<file path="src/rtl/acq_sequencer.sv">
// acq_sequencer: programmable acquisition sequencer for NCH ADC channels.
// Runs epochs of `period` cycles. At the programmed times within each epoch
// it pulses the AGC DAC load, issues per-channel ADC control-word loads and
// raises the per-channel ADC enables. Runs one-shot or periodic.
//
// Optional feature macro: ACQSEQ_MBUSY_WAIT_EN
//   defined   : a control-word load for channel i is held pending while the
//               registered adc_mbusy[i] is high, and it goes out one cycle
//               after mbusy falls. Loads still pending at epoch end are dropped.
//   undefined : adc_mbusy is ignored and loads fire on the event cycle.
//
// Ports:
//   clk, rst       system clock, synchronous active-high reset
//   start, stop    arm/run request (sampled in IDLE), abort
//   periodic       1 = restart the epoch at its end, 0 = one-shot
//   ch_mask        channels taking part in ldctrl/enable
//   period         epoch length in cycles
//   t_agc, t_ldctrl, t_enable  event times within the epoch
//   ctrlword_in    ADC control word, latched on start
//   agc_in         AGC DAC code, latched on start
//   adc_mbusy      per-channel adc_if busy
//   adc_ldctrl     one-cycle control-word load strobe per channel
//   adc_enable     ADC conversion enable level per channel
//   adc_ctrlword   latched control word
//   agc_load       one-cycle AGC write strobe
//   agc_data       latched AGC code
//   busy           high while running
//   done           one-cycle pulse at the end of a one-shot epoch
//   cfg_err        one-cycle pulse when a start is rejected
//   epoch_cnt      completed epochs, wraps
module acq_sequencer #(
  parameter int unsigned NCH     = 2,
  parameter int unsigned CNT_W   = 32,
  parameter int unsigned CTRL_W  = 10,
  parameter int unsigned AGC_W   = 12,
  parameter int unsigned EPOCH_W = 16
) (
  input  logic               clk,
  input  logic               rst,
  input  logic               start,
  input  logic               stop,
  input  logic               periodic,
  input  logic [NCH-1:0]     ch_mask,
  input  logic [CNT_W-1:0]   period,
  input  logic [CNT_W-1:0]   t_agc,
  input  logic [CNT_W-1:0]   t_ldctrl,
  input  logic [CNT_W-1:0]   t_enable,
  input  logic [CTRL_W-1:0]  ctrlword_in,
  input  logic [AGC_W-1:0]   agc_in,
  input  logic [NCH-1:0]     adc_mbusy,
  output logic [NCH-1:0]     adc_ldctrl,
  output logic [NCH-1:0]     adc_enable,
  output logic [CTRL_W-1:0]  adc_ctrlword,
  output logic               agc_load,
  output logic [AGC_W-1:0]   agc_data,
  output logic               busy,
  output logic               done,
  output logic               cfg_err,
  output logic [EPOCH_W-1:0] epoch_cnt
);

  localparam logic [CTRL_W-1:0] CTRL_RST = CTRL_W'(10'h024);
  localparam logic [AGC_W-1:0]  AGC_RST  = AGC_W'(12'h555);

  typedef enum logic {S_IDLE, S_RUN} state_t;

  state_t             state, state_d;
  logic [CNT_W-1:0]   cnt, cnt_d;

  // Configuration captured on an accepted start
  logic [NCH-1:0]     mask_q, mask_d;
  logic               periodic_q, periodic_d;
  logic [CNT_W-1:0]   period_q, period_d;
  logic [CNT_W-1:0]   t_agc_q, t_agc_d;
  logic [CNT_W-1:0]   t_ldctrl_q, t_ldctrl_d;
  logic [CNT_W-1:0]   t_enable_q, t_enable_d;

  // Next values of the registered outputs
  logic [NCH-1:0]     ldctrl_d, enable_d;
  logic [CTRL_W-1:0]  ctrlword_d;
  logic               agc_load_d;
  logic [AGC_W-1:0]   agc_data_d;
  logic               busy_d, done_d, cfg_err_d;
  logic [EPOCH_W-1:0] epoch_d;

  logic               cfg_ok;
  logic [NCH-1:0]     ld_ev;

`ifdef ACQSEQ_MBUSY_WAIT_EN
  logic [NCH-1:0]     pending, pending_d;
  logic [NCH-1:0]     mbusy_q;
  logic [NCH-1:0]     ld_req;
`else
  logic               unused_mbusy;
  assign unused_mbusy = ^adc_mbusy;
`endif

  // Start is accepted only if every event time lies inside a non-empty epoch
  assign cfg_ok = (period != '0) && (t_agc < period) &&
                  (t_ldctrl < period) && (t_enable < period);

  // Next-state and output logic
  always_comb begin
    state_d    = state;
    cnt_d      = cnt;
    mask_d     = mask_q;
    periodic_d = periodic_q;
    period_d   = period_q;
    t_agc_d    = t_agc_q;
    t_ldctrl_d = t_ldctrl_q;
    t_enable_d = t_enable_q;
    ldctrl_d   = '0;
    enable_d   = adc_enable;
    ctrlword_d = adc_ctrlword;
    agc_load_d = 1'b0;
    agc_data_d = agc_data;
    done_d     = 1'b0;
    cfg_err_d  = 1'b0;
    epoch_d    = epoch_cnt;
    ld_ev      = '0;
`ifdef ACQSEQ_MBUSY_WAIT_EN
    pending_d  = pending;
    ld_req     = '0;
`endif

    case (state)
      S_IDLE: begin
        if (start && !stop) begin
          if (cfg_ok) begin
            mask_d     = ch_mask;
            periodic_d = periodic;
            period_d   = period;
            t_agc_d    = t_agc;
            t_ldctrl_d = t_ldctrl;
            t_enable_d = t_enable;
            ctrlword_d = ctrlword_in;
            agc_data_d = agc_in;
            cnt_d      = '0;
            state_d    = S_RUN;
          end else begin
            cfg_err_d  = 1'b1;
          end
        end
      end

      S_RUN: begin
        if (stop) begin
          enable_d = '0;
`ifdef ACQSEQ_MBUSY_WAIT_EN
          pending_d = '0;
`endif
          state_d  = S_IDLE;
        end else begin
          cnt_d = cnt + CNT_W'(1);

          if (cnt == t_agc_q)    agc_load_d = 1'b1;
          if (cnt == t_enable_q) enable_d   = mask_q;
          if (cnt == t_ldctrl_q) ld_ev      = mask_q;

`ifdef ACQSEQ_MBUSY_WAIT_EN
          // A load goes out only while the channel's registered busy is low
          ld_req    = pending | ld_ev;
          ldctrl_d  = ld_req & ~mbusy_q;
          pending_d = ld_req & mbusy_q;
`else
          ldctrl_d  = ld_ev;
`endif

          // Epoch end overrides the enable event and drops undelivered loads
          if (cnt == period_q - CNT_W'(1)) begin
            enable_d = '0;
`ifdef ACQSEQ_MBUSY_WAIT_EN
            pending_d = '0;
`endif
            epoch_d  = epoch_cnt + EPOCH_W'(1);
            if (periodic_q) begin
              cnt_d   = '0;
            end else begin
              done_d  = 1'b1;
              state_d = S_IDLE;
            end
          end
        end
      end

      default: state_d = S_IDLE;
    endcase

    busy_d = (state_d == S_RUN);
  end

  // State, configuration and output registers
  always_ff @(posedge clk) begin
    if (rst) begin
      state        <= S_IDLE;
      cnt          <= '0;
      mask_q       <= '0;
      periodic_q   <= 1'b0;
      period_q     <= '0;
      t_agc_q      <= '0;
      t_ldctrl_q   <= '0;
      t_enable_q   <= '0;
      adc_ldctrl   <= '0;
      adc_enable   <= '0;
      adc_ctrlword <= CTRL_RST;
      agc_load     <= 1'b0;
      agc_data     <= AGC_RST;
      busy         <= 1'b0;
      done         <= 1'b0;
      cfg_err      <= 1'b0;
      epoch_cnt    <= '0;
`ifdef ACQSEQ_MBUSY_WAIT_EN
      pending      <= '0;
      mbusy_q      <= '0;
`endif
    end else begin
      state        <= state_d;
      cnt          <= cnt_d;
      mask_q       <= mask_d;
      periodic_q   <= periodic_d;
      period_q     <= period_d;
      t_agc_q      <= t_agc_d;
      t_ldctrl_q   <= t_ldctrl_d;
      t_enable_q   <= t_enable_d;
      adc_ldctrl   <= ldctrl_d;
      adc_enable   <= enable_d;
      adc_ctrlword <= ctrlword_d;
      agc_load     <= agc_load_d;
      agc_data     <= agc_data_d;
      busy         <= busy_d;
      done         <= done_d;
      cfg_err      <= cfg_err_d;
      epoch_cnt    <= epoch_d;
`ifdef ACQSEQ_MBUSY_WAIT_EN
      pending      <= pending_d;
      mbusy_q      <= adc_mbusy;
`endif
    end
  end

endmodule

</file>
<file path="config.mk">
export PLATFORM = sky130hd
export DESIGN_NAME = acq_sequencer
export DESIGN_NICKNAME = d
export VERILOG_FILES = /design/src/rtl/acq_sequencer.sv
export SDC_FILE = /design/constraint.sdc
export NUM_CORES = 1
export LEC_CHECK = 0
export CAP_MARGIN = 20
export CORE_ASPECT_RATIO = 0.5
export CORE_MARGIN = 2
export CORE_UTILIZATION = 40
export CTS_CLUSTER_DIAMETER = 150
export CTS_CLUSTER_SIZE = 28
export DETAILED_ROUTE_END_ITERATION = 10
export PLACE_DENSITY = 0.62
export REMOVE_ABC_BUFFERS = 1
export SLEW_MARGIN = 5
export SYNTH_ARGS = -nofsm -noshare
export SYNTH_HDL_FRONTEND = slang
export SYNTH_SLANG_ARGS = --single-unit
export TNS_END_PERCENT = 100
</file>
<file path="constraint.sdc">
create_clock -name clk -period 12.4 [get_ports clk]
set_input_delay 3.1 -clock clk [delete_from_list [all_inputs] [get_ports clk]]
set_output_delay 3.1 -clock clk [all_outputs]
set_load 0.05 [all_outputs]
</file>
==> flow_summary.ini, run 1 <==
; physical design summary
[timing]
fmax_ghz = 0.133
final-setup-viol-count = 0
setup_tns_ns = 0
layout_setup_ws_ns = 4.86
worst_pin_slew_ns = 1.07
finalHoldViolations = 0
layout_min_cycle_time_ns = 7.54
finalCritPeriodShare_pct = 60.8

[yosys]
async_flop_share_pct = 0
ys.flops = 209
synth_area_per_cell_um2 = 8.46
edf_count = 0
top_cell_area_share_pct = 32.5
synthesis.area_um2 = 12900
synth-warning-count = 0
synthDistinctLibCells = 68
yosysCellCount = 1523
ff_type = dfxtp_1

[finish]
syn_to_final_growth_pct = 20.3
final_cell_mix = 219 x nor2_1, 209 x dfxtp_1, 201 x clkdlybuf4s50_1
antenna_cells = 0
fin_area_um2 = 15500

[die]
die-width_um = 258
num_rows = 46
die_area_um2 = 33700

[min_path]
min-delay-start = agc_data[8]
min_path_cells = 1
hold_path.class = reg -> reg

[detailed_routing]
wl_per_cell_um = 20.4
drt_first_iter_violations = 967
met1_length_um = 20400
drt_first_pass_iters = 5
ant_nets = 0
post_drt_via_cell_ratio = 5.63
highest_layer = met4

[global_route]
grt_overflow = 0
grt_max_degree = 118
grt_pass1_vias = 11100
grt_util_all_layers_pct = 24.7

[critical_path]
worstPathRequired_ns = 12.73
r2r_slack_ns = 7.77
r2r_start = period_q[5]
crit_arrival_ns = 7.88
r2r-end = cnt[13]

[pwr]
powerDensity_nw_per_um2 = 92.2
p_leak_nw = 6.87

[placed_design]
dp_slack_ns = 4.52
place_area_um2 = 15200
hpwl_um = 33300
io_buffers = 202

[clock_network]
cts_root_buf = clkbuf_16
clk_pin_slew_ns = 0.11
cts_tree = built
cts_resized = 0
cts_hold_repair.buffers = 0
htreeDepth = 1

[job]
warnings = 29
max-cap-violations = 0

[run_status]
status = finished clean
run 1: metal layers:
layer	vias up	track usage, %
met5	-	0
met2	293	40.2
li1	5640	-
met4	0	5.10
met3	47	2.93
met1	5756	35.4
run 1: logic make-up (layout without fill, tap and decap cells):
| group | count (synthesis) | in the layout | synth area share [%] |
|---|---|---|---|
| AOI/OAI and AO/OA | 179 | 179 | 9.10 |
| xor gates and xnor gates | 131 | 131 | 8.91 |
| adders and majority gates | 96 | 96 | 9.33 |
| buffers and inverters | 151 | 280 | 4.48 |
| DFF | 209 | 209 | 32.5 |
| muxes | 157 | 157 | 12.3 |
| and+or+nand+nor | 600 | 600 | 23.4 |
run 1: Yosys cell counts (16+ instances only):
library cell / count
a21oi_1: 41
a31oi_1: 34
buf_1: 20
clkbuf_1: 69
dfxtp_1: 209
ha_1: 96
inv_1: 56
mux2i_1: 149
nand2_1: 99
nand3_1: 50
nand3b_1: 28
nand4_1: 52
nor2_1: 219
nor3_1: 18
nor4_1: 35
o21ai_0: 32
or3_1: 16
xnor2_1: 96
xor2_1: 35
run 1: stage by stage:
| step | utilization, % | hold WS (ns) |
|---|---|---|
| 2_1_floorplan | - | 0.453 |
| 3_3_place_gp | 48.0 | 0.443 |
| 3_5_place_dp | 48.0 | 0.450 |
| 4_1_cts | 48.9 | 0.477 |
| 5_1_grt | 48.9 | 0.495 |
| 6_report | 48.9 | 0.472 |
run 1: sequential cells by signal, summed over array words and instances, names as in the netlist:
name	flops
mask_q	2
state	1
adc_ctrlword	10
t_agc_q	32
adc_enable	2
t_enable_q	32
t_ldctrl_q	32
done	1
epoch_cnt	16
cfg_err	1
agc_data	12
periodic_q	1
agc_load	1
period_q	32
adc_ldctrl	2
cnt	32
run 1: layout make-up:
cell class	instances	area (um2)
Inverter	56	210
Sequential cell	209	4180
Multi-Input combinational cell	1163	8160
Clock inverter	1	16.3
Timing Repair Buffer	212	2110
Fill cell	3043	16200
Clock buffer	11	275
Tap cell	432	541
run 1: report_power, final:
part	internal, W	leakage (nW)	switching, W
sequential	0.000686	1.69	0.0000138
clock	0.000165	0.143	0.000238
combinational	0.000144	5.04	0.000182
total	0.000996	6.87	0.000433
run 1: worst max-delay path, cell delays in order:
cell             delay (ns)
clkdlybuf4s50_1        0.57
inv_1                  0.12
ha_1                   0.31
nand4_1                0.19
nor3_1                 0.34
nand4_1                0.26
a2111oi_0              0.48
a311oi_1               0.22
o211ai_1               0.37
or3_4                  0.70
buf_12                 0.61
mux2i_1                0.28
nor2_1                 0.05
run 1: worst max path at each step:
stage,startpoint,endpoint,cells past startpoint
5_1_grt,period[29],t_agc_q[26],13
3_3_place_gp,period[29],t_agc_q[26],13
6_report,period[29],t_agc_q[26],13
2_1_floorplan,period[31],adc_ctrlword[0],11
4_1_cts,period[29],t_agc_q[26],13
3_5_place_dp,period[29],t_agc_q[3],13
run_1/m1.png
Bar = 100 um. Supply wires on this layer in grey.
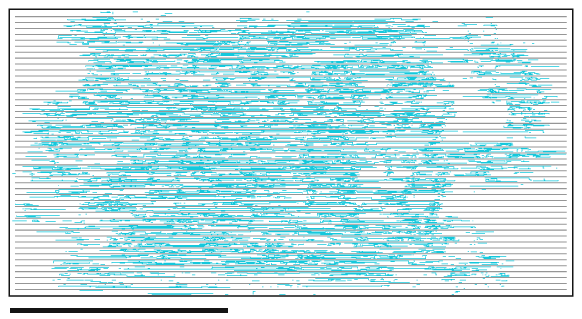
wire length on this layer: 20.4 mm
main direction: horizontal
longest straight run: 69.9 um
share of all routed wire: 48%
nets with wire on the layer: 1787
M1 GR Usage: 35.4%
vias: 11700
Routed WL: 42500 um

run_1/m2.png
Cells faint in the background.
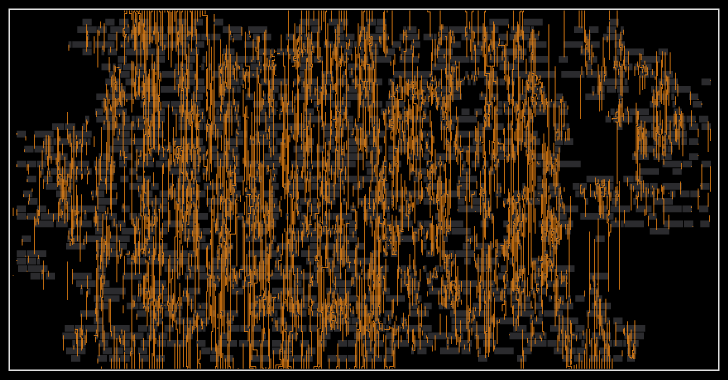
wire length on this layer: 18800 um
share of all routed wire: 44%
main direction: vertical
nets with wire on the layer: 1633
longest straight run: 57.1 um
routing usage on met2: 40.2%

run_1/m3.png
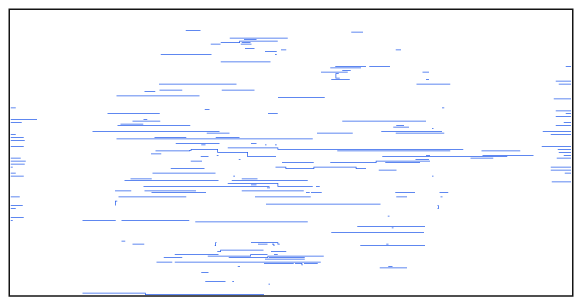
nets with wire on the layer: 138
share of all routed wire: 5.9%
longest straight run: 89.7 um
wire length on this layer: 2500 um
met3 GRT Util: 2.93%

run_1/m4.png
Supply wires on this layer in grey.
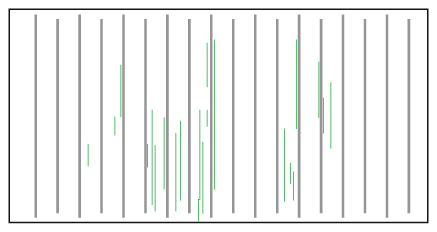
nets with wire on the layer: 18
main direction: vertical
share of all routed wire: 1.8%

==> inputs of run 2 (changes only) <==
--- a/config.mk
+++ b/config.mk
@@ -12,7 +12,7 @@
 export CTS_CLUSTER_DIAMETER = 150
 export CTS_CLUSTER_SIZE = 28
 export DETAILED_ROUTE_END_ITERATION = 10
-export PLACE_DENSITY = 0.62
+export PLACE_DENSITY = 0.65
 export REMOVE_ABC_BUFFERS = 1
 export SLEW_MARGIN = 5
 export SYNTH_ARGS = -nofsm -noshare
==> constraint.sdc (replaced) <==
create_clock -name clk -period 6.3 [get_ports clk]
set_input_delay 1.575 -clock clk [delete_from_list [all_inputs] [get_ports clk]]
set_output_delay 1.575 -clock clk [all_outputs]
set_load 0.05 [all_outputs]
==> flow_summary.ini, run 2 <==
; physical design summary
[global_route]
grt_max_degree = 94
grt_pass1_vias = 10300
antenna_found_initial = 2
grt_overflow = 0
grt_pass1_wl_um = 61900

[yosys]
yosysSeqAreaShare_pct = 32.5
synth-warning-count = 0
top_area_cell = dfxtp_1
top_cell_area_share_pct = 32.5
synth_area_per_cell_um2 = 8.46
async_flop_share_pct = 0
yosys_area_um2 = 12900
synthDistinctLibCells = 68
ys.flops = 209
ff_type = dfxtp_1
common_cells = 219 x nor2_1, 209 x dfxtp_1, 149 x mux2i_1
yosysCellCount = 1523
edf_count = 0
most_common_cell = nor2_1
synthesis.area_um2 = 12900

[timing]
layout_setup_ws_ns = 0.847
rsz0062_at_grt = false
finalCritPeriodShare_pct = 86.6
finalHoldViolations = 0
worst_pin_slew_ns = 1.12
final-setup-viol-count = 0
finClkSkew_ns = 0.0169
slew_headroom_pct = 25.3
layout_min_cycle_time_ns = 5.45
fmax_ghz = 0.183

[critical_path]
crit_chain = clkdlybuf4s50_1 -> inv_1 -> ha_1 -> and2_0 -> a221o_1 -> a22oi_1 -> nand4_1 -> a311oi_1 -> o211ai_1 -> or3_4 -> buf_12 -> mux2i_1 -> nor2_1
worstPathRequired_ns = 6.64
end_kind = flip-flop
worstSetupPathDepth = 13
path_delay_family = AND-OR/OR-AND gates
slowest_delay_ns = 0.67
crit_arrival_ns = 5.80
startpoint_type = input pin
crit_fanout = 78
slowest_stage = or3_4
crit_buf_inv = 3

[min_path]
hold_path.class = reg -> reg
min_path_cells = 1

[placed_design]
gp_congestion = 0.939
dp_slack_ns = 0.466
io_buffers = 202
hpwl_um = 31800

[detailed_routing]
met1_length_um = 19800
dr_wl_met2_um = 18000
ant_nets = 0
drt_first_pass_iters = 6
drt_first_iter_violations = 917
post_drt_via_cell_ratio = 5.44
highest_layer = met4

[clock_network]
htreeDepth = 1
cts_tree = built
clk_path_buf_depth = 3
cts_hold_repair.buffers = 0
cts_root_buf = clkbuf_16
cts.sinks = 209
clk_pin_slew_ns = 0.11
cts_resized = 0

[job]
warnings = 27
max-cap-violations = 0

[die]
die-width_um = 258
num_rows = 46
die_area_um2 = 33700
fp-utilization_pct = 40.7

[pwr]
switching_share_pct = 30.2
powerDensity_nw_per_um2 = 181
p_leak_nw = 6.88
p_comb_share_pct = 22.7
p_seq_share_pct = 49.1
clkPwrFrac_pct = 28.2
p_sw_w = 0.000846
peakVddDrop_uv = 123
intPower_w = 0.00196

[finish]
seq_area_um2 = 4180
fillerInstances = 3050
nets = 1909
final_cell_mix = 219 x nor2_1, 209 x dfxtp_1, 201 x clkdlybuf4s50_1
layout.area.comb_um2 = 8150
syn_to_final_growth_pct = 20.5

[run_status]
status = finished clean
[run 2: cell counts after synthesis]
Identical to the previous run, type by type.
[run 2: path summary, 6_finish.rpt]
| kind | from | endpoint | slack, ns |
|---|---|---|---|
| worst max-delay path | period[23] | t_ldctrl_q[6] | 0.85 |
| worst min-delay path | agc_data[8] | agc_data[8] | 0.47 |
| worst max register to register | period_q[5] | cnt[21] | 1.80 |
| worst min register to register | agc_data[8] | agc_data[8] | 0.47 |
[run 2: layout make-up]
type / instances / share of cell area [%]
multi-input cells: 1163 / 52.5
diodes: 3 / 0.0484
clock inverters: 1 / 0.105
clock buffers: 11 / 1.77
well taps: 432 / 3.48
repair buffers: 213 / 13.7
flip-flops and latches: 209 / 27.0
inverters: 56 / 1.36
[run 2: routing by layer]
| layer | up-vias | GRT usage (%) |
|---|---|---|
| li1 | 5644 | - |
| met1 | 5408 | 34.9 |
| met2 | 273 | 37.5 |
| met3 | 26 | 3.26 |
| met4 | 0 | 3.50 |
| met5 | - | 0 |
[run 2: power by group through the flow]
stage / clock, W / sequential (W) / combinational (W)
final: 0.000791 / 0.00138 / 0.000636
after global routing: 0.000859 / 0.00138 / 0.000693
after CTS: 0.000811 / 0.00138 / 0.000631
after detailed placement: 0 / 0.00141 / 0.000628
after global placement: 0 / 0.00141 / 0.000624
after floorplan: 0 / 0.00142 / 0.000357
[run 2: per-stage QoR]
stage	total power (W)	hold WS [ns]	area (um2)	std cells	setup TNS [ns]
2_1_floorplan	0.00178	0.453	12500	1428	-319.13
3_3_place_gp	0.00203	0.442	15200	2073	0
3_5_place_dp	0.00203	0.448	15200	2073	0
4_1_cts	0.00282	0.476	15500	2085	0
5_1_grt	0.00293	0.499	15500	2087	0
6_report	0.00280	0.474	15500	2088	0
[run 2: cell families (layout without fill, tap and decap cells)]
group	after synthesis	in the layout	synth area share (%)
DFF	209	209	32.5
other	0	3	0
muxes	157	157	12.3
AOI/OAI and AO/OA	179	179	9.10
and+or+nand+nor	600	600	23.4
adders and majority gates	96	96	9.33
xor gates and xnor gates	131	131	8.91
buffers and inverters	151	281	4.48
run_2/congestion_map.png
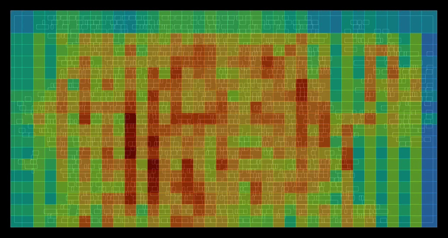
M1 GR Usage: 34.9%
wire per inst: 19.5 um
GRT Overall Usage: 23.7%
Final Util: 49.0%
routing usage on met2: 37.5%

run_2/m2.png
Cells faint in the background.
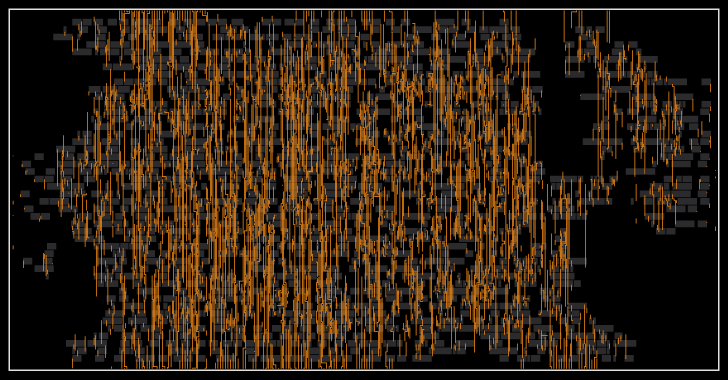
share of all routed wire: 44%
longest straight run: 63.9 um
wire length on this layer: 18000 um
Routed WL: 40600 um
vias: 11400

Power figures rest on the tool's default switching activity, not on a simulated workload.
